<file path="config.mk">
export PLATFORM = sky130hd
export DESIGN_NAME = inst_fetch_unit
export DESIGN_NICKNAME = d
export VERILOG_FILES = /design/src/rtl/smachine_pkg.sv /design/src/rtl/fetch_watchdog.sv /design/src/rtl/inst_fetch_unit.sv
export SDC_FILE = /design/constraint.sdc
export NUM_CORES = 1
export LEC_CHECK = 0
export ABC_AREA = 1
export CAP_MARGIN = 15
export CORE_ASPECT_RATIO = 0.75
export CORE_MARGIN = 3
export CORE_UTILIZATION = 60
export DETAILED_ROUTE_END_ITERATION = 12
export DONT_BUFFER_PORTS = 1
export PLACE_DENSITY_LB_ADDON = 0.05
export SYNTH_ARGS = -nofsm -noshare
export SYNTH_HDL_FRONTEND = slang
export SYNTH_SLANG_ARGS = --single-unit
export TNS_END_PERCENT = 10
</file>
<file path="constraint.sdc">
create_clock -name clk -period 1.5 [get_ports clk]
set_input_delay 0.225 -clock clk [delete_from_list [all_inputs] [get_ports clk]]
set_output_delay 0.225 -clock clk [all_outputs]
set_load 0.005 [all_outputs]
</file>
<file path="src/rtl/smachine_pkg.sv">
// Shared S-Machine definitions: fetch FSM states, opcode map and datapath widths.
package smachine_pkg;

   localparam int SM_ADDR_W = 8;
   localparam int SM_INST_W = 16;

   typedef enum logic [2:0] {
      ST_IDLE  = 3'd0,
      ST_REQ   = 3'd1,
      ST_ISSUE = 3'd2,
      ST_EXEC  = 3'd3,
      ST_HALT  = 3'd4,
      ST_ERR   = 3'd5
   } fetch_state_t;

   localparam logic [3:0] OP_LD   = 4'h0;
   localparam logic [3:0] OP_ST   = 4'h1;
   localparam logic [3:0] OP_ADD  = 4'h2;
   localparam logic [3:0] OP_SUB  = 4'h3;
   localparam logic [3:0] OP_AND  = 4'h4;
   localparam logic [3:0] OP_OR   = 4'h5;
   localparam logic [3:0] OP_XOR  = 4'h6;
   localparam logic [3:0] OP_NOT  = 4'h7;
   localparam logic [3:0] OP_SHL  = 4'h8;
   localparam logic [3:0] OP_SHR  = 4'h9;
   localparam logic [3:0] OP_JMP  = 4'hA;
   localparam logic [3:0] OP_JZ   = 4'hB;
   localparam logic [3:0] OP_JNZ  = 4'hC;
   localparam logic [3:0] OP_INC  = 4'hD;
   localparam logic [3:0] OP_CLR  = 4'hE;
   localparam logic [3:0] OP_HALT = 4'hF;

endpackage

</file>
<file path="src/rtl/fetch_watchdog.sv">
// Execution watchdog: counts enabled cycles since the last clear and flags the
// cycle whose increment makes the count reach DONE_TIMEOUT.
module fetch_watchdog #(
   parameter int DONE_TIMEOUT = 15
) (
   input  logic clk_i,
   input  logic rst_i,
   input  logic clr_i,
   input  logic en_i,
   output logic tc_o
);

   localparam int CNT_W = (DONE_TIMEOUT < 1) ? 1 : $clog2(DONE_TIMEOUT + 1);

   logic [CNT_W-1:0] cnt_q, cnt_d;

   always_comb begin
      cnt_d = cnt_q;
      if (clr_i)
         cnt_d = '0;
      else if (en_i)
         cnt_d = cnt_q + CNT_W'(1);
   end

   always_ff @(posedge clk_i or posedge rst_i) begin
      if (rst_i)
         cnt_q <= '0;
      else
         cnt_q <= cnt_d;
   end

   // Fires on the edge where the count would become DONE_TIMEOUT.
   assign tc_o = en_i && (cnt_q == CNT_W'(DONE_TIMEOUT - 1));

endmodule

</file>
<file path="src/rtl/inst_fetch_unit.sv">
// Instruction fetch/issue stage feeding the S-Machine interpreter: fetches over
// req/ack, issues with a start pulse, waits for done, supports run/step/HALT.
module inst_fetch_unit
   import smachine_pkg::*;
#(
   parameter int               ADDR_W       = SM_ADDR_W,
   parameter int               INST_W       = SM_INST_W,
   parameter logic [ADDR_W-1:0] RESET_PC    = '0,
   parameter logic [3:0]       HALT_OP      = OP_HALT,
   parameter int               DONE_TIMEOUT = 15
) (
   input  logic              clk,
   input  logic              rst,
   input  logic              run,
   input  logic              step,
   output logic              imem_req,
   output logic [ADDR_W-1:0] imem_addr,
   input  logic              imem_ack,
   input  logic [INST_W-1:0] imem_data,
   output logic [INST_W-1:0] inst,
   output logic              start,
   input  logic              done,
   output logic [ADDR_W-1:0] fetch_pc,
   output logic              busy,
   output logic              halted,
   output logic              err,
   output fetch_state_t      dbg_state
);

   fetch_state_t      state_q, state_d;
   logic [ADDR_W-1:0] pc_q, pc_d;
   logic [INST_W-1:0] inst_q, inst_d;
   logic              step_q, step_d;
   logic              wd_clr, wd_en, wd_tc;

   fetch_watchdog #(.DONE_TIMEOUT(DONE_TIMEOUT)) u_watchdog (
      .clk_i (clk),
      .rst_i (rst),
      .clr_i (wd_clr),
      .en_i  (wd_en),
      .tc_o  (wd_tc)
   );

   always_comb begin
      state_d = state_q;
      pc_d    = pc_q;
      inst_d  = inst_q;
      step_d  = step_q;
      wd_clr  = 1'b0;
      wd_en   = 1'b0;
      case (state_q)
         ST_IDLE: begin
            if (run) begin
               state_d = ST_REQ;
               step_d  = 1'b0;
            end else if (step) begin
               state_d = ST_REQ;
               step_d  = 1'b1;
            end
         end
         ST_REQ: begin
            if (imem_ack) begin
               inst_d  = imem_data;
               pc_d    = pc_q + ADDR_W'(1);
               state_d = (imem_data[INST_W-1 -: 4] == HALT_OP) ? ST_HALT : ST_ISSUE;
            end
         end
         ST_ISSUE: begin
            wd_clr  = 1'b1;
            state_d = ST_EXEC;
         end
         ST_EXEC: begin
            // done wins over a watchdog expiry in the same cycle.
            if (done) begin
               step_d  = 1'b0;
               state_d = (run && !step_q) ? ST_REQ : ST_IDLE;
            end else begin
               wd_en = 1'b1;
               if (wd_tc)
                  state_d = ST_ERR;
            end
         end
         default: state_d = state_q;
      endcase
   end

   always_ff @(posedge clk or posedge rst) begin
      if (rst) begin
         state_q <= ST_IDLE;
         pc_q    <= RESET_PC;
         inst_q  <= '0;
         step_q  <= 1'b0;
      end else begin
         state_q <= state_d;
         pc_q    <= pc_d;
         inst_q  <= inst_d;
         step_q  <= step_d;
      end
   end

   // Outputs decode only registered state, so nothing is combinational from inputs.
   assign imem_req  = (state_q == ST_REQ);
   assign imem_addr = imem_req ? pc_q : '0;
   assign start     = (state_q == ST_ISSUE);
   assign busy      = (state_q == ST_REQ) || (state_q == ST_ISSUE) || (state_q == ST_EXEC);
   assign halted    = (state_q == ST_HALT);
   assign err       = (state_q == ST_ERR);
   assign inst      = inst_q;
   assign fetch_pc  = pc_q;
   assign dbg_state = state_q;

endmodule

</file>
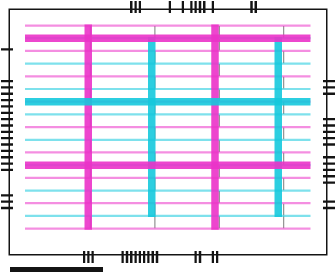
Figure 1: floorplan with the power grid.
Bar = 20 microns. Pins as bars on the die edge. Tap cells in grey.
VDD -> cyan
VSS -> magenta
tap cells = 36
met5 straps = 3
signal pins = 62
met4 straps = 4
rows = 16

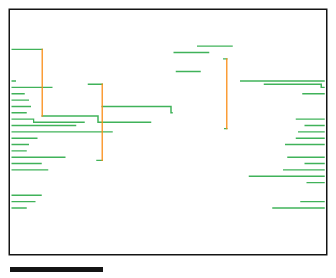
Figure 2: metal layers overlaid.
Bar = 20 microns. Only two layers are drawn.
M3 -> green  # wire length 318 microns
M4 -> orange  # wire length 45.6 microns

==> run notes <==
Flow results follow.

The run finished with clean final reports. The final setup violation count is 0. Leaving out fill and tap cells, the most frequent cell in the layout is sky130_fd_sc_hd__nand2_1. During tapcell insertion the tool placed 36 well taps. The CTS log lists the clock sinks for this run as 32. The layer flagged by global routing as most heavily used is met2.

The cell count of the worst reg-to-reg path is 7. The area share of fa/ha/maj cells after synthesis is under 10%. The post-detailed-placement cell area is between 0.0015 and 0.002 sq mm. The detailed-router iteration count before antenna repair is 4. The clock group power is 0.791 mW.

The final count of hold timing violations is 0. The worst setup skew after layout is ~4.9 ps. The via total after detailed routing is ~1,400. Per the layout area report, the combinational gate area comes to 766 sq um. The power per cell area is around 930 mW/mm^2. The area fraction in compound gates is under 10%. In the finished design the tool counted flip-flops and latches totalling 32. The commonest cells after synthesis are sky130_fd_sc_hd__nand2_1 (93), sky130_fd_sc_hd__dfrtp_1 (32), sky130_fd_sc_hd__inv_1 (25). The number of global-route vias before repair is 1,333.

The number of buffers created by CTS is 5. Per report_power, the combinational group accounts for between 3 and 4% of the total. Counting the clock-network buffers in the layout gives 6.

Final hold analysis gives a worst-case slack of about 63 ps. The largest power group is sequential cells. The met2 track demand over resource is between 30% and 40%. The total of fill cells in the finished design is 215. The internal portion of total power is 1.40 mW. The count of buffers added by post-CTS timing repair for setup is 0.

The largest driver fanout on the critical path is 6. The area fraction of the largest cell type after synthesis is between 40% and 50%. In the final layout, the share of cells above drive strength 1 is between 10% and 20%. Looking at the VDD voltage map, the peak drop is 0.000666 V. In this run switching power makes up between 20 and 25% of total power. In the synthesis report, Yosys lists the chip area as around 0.0017 sq mm. The count of cells resized by post-cts repair is 3. The final critical delay including setup and external delays is around 1500 ps. STA classifies the critical path endpoint as an output port. In this run the most critical hold path is launched from imem_data[1]. The non-clock inverter total of the final layout is 27. The first global-routing pass estimated 5.98 mm of wire.

0 antenna diodes ended up in the layout. The unique cell type count in the Yosys netlist is 23. In this run the top signal layer used is met4.

The remaining max-slew budget at the tightest pin is about three quarters. The reg-to-reg endpoint is inst[4]. For reference, the critical path cell chain is buf_4 -> nor2_1 -> nand2_2 -> inv_1. The arrival time of data at the worst endpoint is listed as between 1000 and 1500 ps. After synthesis the netlist holds a flip-flop and latch count of 32. The category of cells accounting for the largest share of critical-path delay is flip-flops. The detailed router reports a met3 wire length of approximately 320 microns. At the pin with the least slew margin, the transition time is about 400 ps. The number of buffers on the longest clock path is 2. Relative to the synthesized area, the layout overhead comes to 11.3%. The average size of a mapped cell is roughly 7.7 sq um. After layout, the buffer instance count without clock buffers stands at 9. The netlist area before placement is around 0.0017 sq mm. Sequential cells consume a total of between 0.9 and 1 mW. For this sky-water flow run, the detailed-routed wirelength per cell is reported as approximately 14 microns. The tool flagged a number of max-cap violations equal to 0.

The clock-pin slew on the worst setup and hold paths is ~70 ps. The clock-cell share of area is under 10%. The worst hold path passes through 2 cells. The floorplan has 16 rows. Wire segments on met2 add up to about 1.7 mm in the final route. The worst stage delay on the critical path is about 450 ps. The number of slew-limit violations in the final report is 0. The xor and xnor area share after synthesis is around 1.5%. Overall power consumption after layout is estimated at between 1.5 and 2 mW.

Per report_power, the Combinational row totals 0.0662 mW. The worst register-to-register path has a setup slack of approximately 150 ps. The largest net degree at the start of global routing is 33. The largest contributor to cell area by class is registers. The post-synthesis cell type with the largest combined area is sky130_fd_sc_hd__dfrtp_1. The congestion estimate from routability-driven global placement came to slightly below 0.9. The share of the core area taken by cells at floorplan is 64.4%.

The met1 usage is 27.0%. The fraction of standard cell area that is sequential is between 40 and 50%. The layout report lists the combined flip-flop and latch area as 803 sq um. The worst setup path is launched from a flop. The final instance area is approximately 0.0019 sq mm. Summing all multiplexer cells gives an area fraction of 0%. Setup repair after global routing could not meet its margin everywhere. The quantity of hold-fixing buffers added after cts is 1. The violation tally recorded at the end of detailed-routing iteration 0 is between 70 and 80.

Wires add up to around 3.7 mm. The count of multi-input combinational gates is around 160. The TritonCTS clock tree is built. The post-placement cell count is ~260. The most common cell in the synthesized netlist is sky130_fd_sc_hd__nand2_1.

The share of total power in sequential cells is between 50% and 60%. The post-synthesis cell count from yosys is 224. The number of H-tree branching levels is 2.

The dominant register cell in the synthesized netlist is sky130_fd_sc_hd__dfrtp_1. The launching point of the worst reg2reg path is dbg_state[1]. The combined global-route utilization of all metal layers is 22.8%. Excluding fillers, the count of instances in the completed layout stands at about 270. The logic gate fraction of the total cell area is 40.1%. The post-synth count of flops with an enable pin is 0. The finished layout reports a core utilization of a little under three quarters. The initial antenna violation count is 0.

The maximum clock rate is around 700 MHz. The library cells used most frequently in the layout, excluding fill and tap cells, are sky130_fd_sc_hd__nand2_1 (92), sky130_fd_sc_hd__dfrtp_1 (30), sky130_fd_sc_hd__inv_1 (25). The main area contributors are sky130_fd_sc_hd__dfrtp_1 (47%), sky130_fd_sc_hd__nand2_1 (20%), sky130_fd_sc_hd__inv_1 (5.5%), sky130_fd_sc_hd__nand3_1 (5.0%), sky130_fd_sc_hd__nor2_1 (3.9%).

Adding up every negative setup slack in the final design gives 0 ps. The prevailing logic family in the synthesized netlist is simple AND/OR/NAND/NOR gates. The category of the most critical setup path is reg -> out.

Nets still carrying antenna violations after routing amount to 0. The data required time at the worst endpoint is ~1300 ps. The sequential element share of the synthesized area is 46.7%. After detailed routing, the wire length on met1 is 1.58 mm. The vertical die dimension reported for this design is about 52 microns.

The clock insertion delay at the later pin of the skew report is 280 ps. The finished design was reported to have a net count of 260. The post-detailed-route via-to-cell ratio is roughly 5.2. Synthesis produced a netlist with a net count of ~250. Non-clock buffering takes up 4.33% of total cell area after layout. The global-route track usage on met3 is 8.37%. The total area inside the core boundary comes to about 0.0027 sq mm. The clock root buffer is sky130_fd_sc_hd__clkbuf_8.

The post-route worst setup slack is between 20 and 30 ps. The share of synthesized registers carrying an async set or reset is 100%. The critical path buffer and inverter count is 2. The die outline width is about 68 microns.

Timing analysis after detailed placement gives a worst setup slack of 110 ps. Warnings raised by the tools during the run amount to 28. The floorplan die area is approximately 0.0035 sq mm. The endpoint of the worst hold path is reported as inst[1].

The I/O pin count is about 62. The share of total power in the clock network is 44.7%. After legalization and detailed placement, the total HPWL measured 2.83 mm.

Per the post-synthesis report, the number of cells in the design is roughly 220. The worst hold path belongs to the class in -> reg. For this design, the slowest cell found on the critical path is sky130_fd_sc_hd__dfrtp_2. The power dissipated by switching net loads is approximately 0.37 mW.
## worst max-delay path by stage
stage / startpoint / cells past startpoint / endpoint / slack, ps
floorplan: dbg_state[1] / 7 / fetch_pc[3] / 280
global placement: dbg_state[2] / 6 / inst[15] / 160
detailed placement: dbg_state[2] / 6 / inst[4] / 110
CTS: dbg_state[0] / 4 / start / 20
global route: dbg_state[2] / 3 / imem_addr[1] / -40
finish: dbg_state[0] / 4 / start / 30
## state kept, by name (all words and copies together), names as in the netlist
| name | flops |
|---|---|
| inst | 16 |
| u_watchdog.cnt_q | 4 |
| fetch_pc | 8 |
| dbg_state | 3 |
| step_q | 1 |
No activity file was given, so power comes from the tool's default toggle rates.
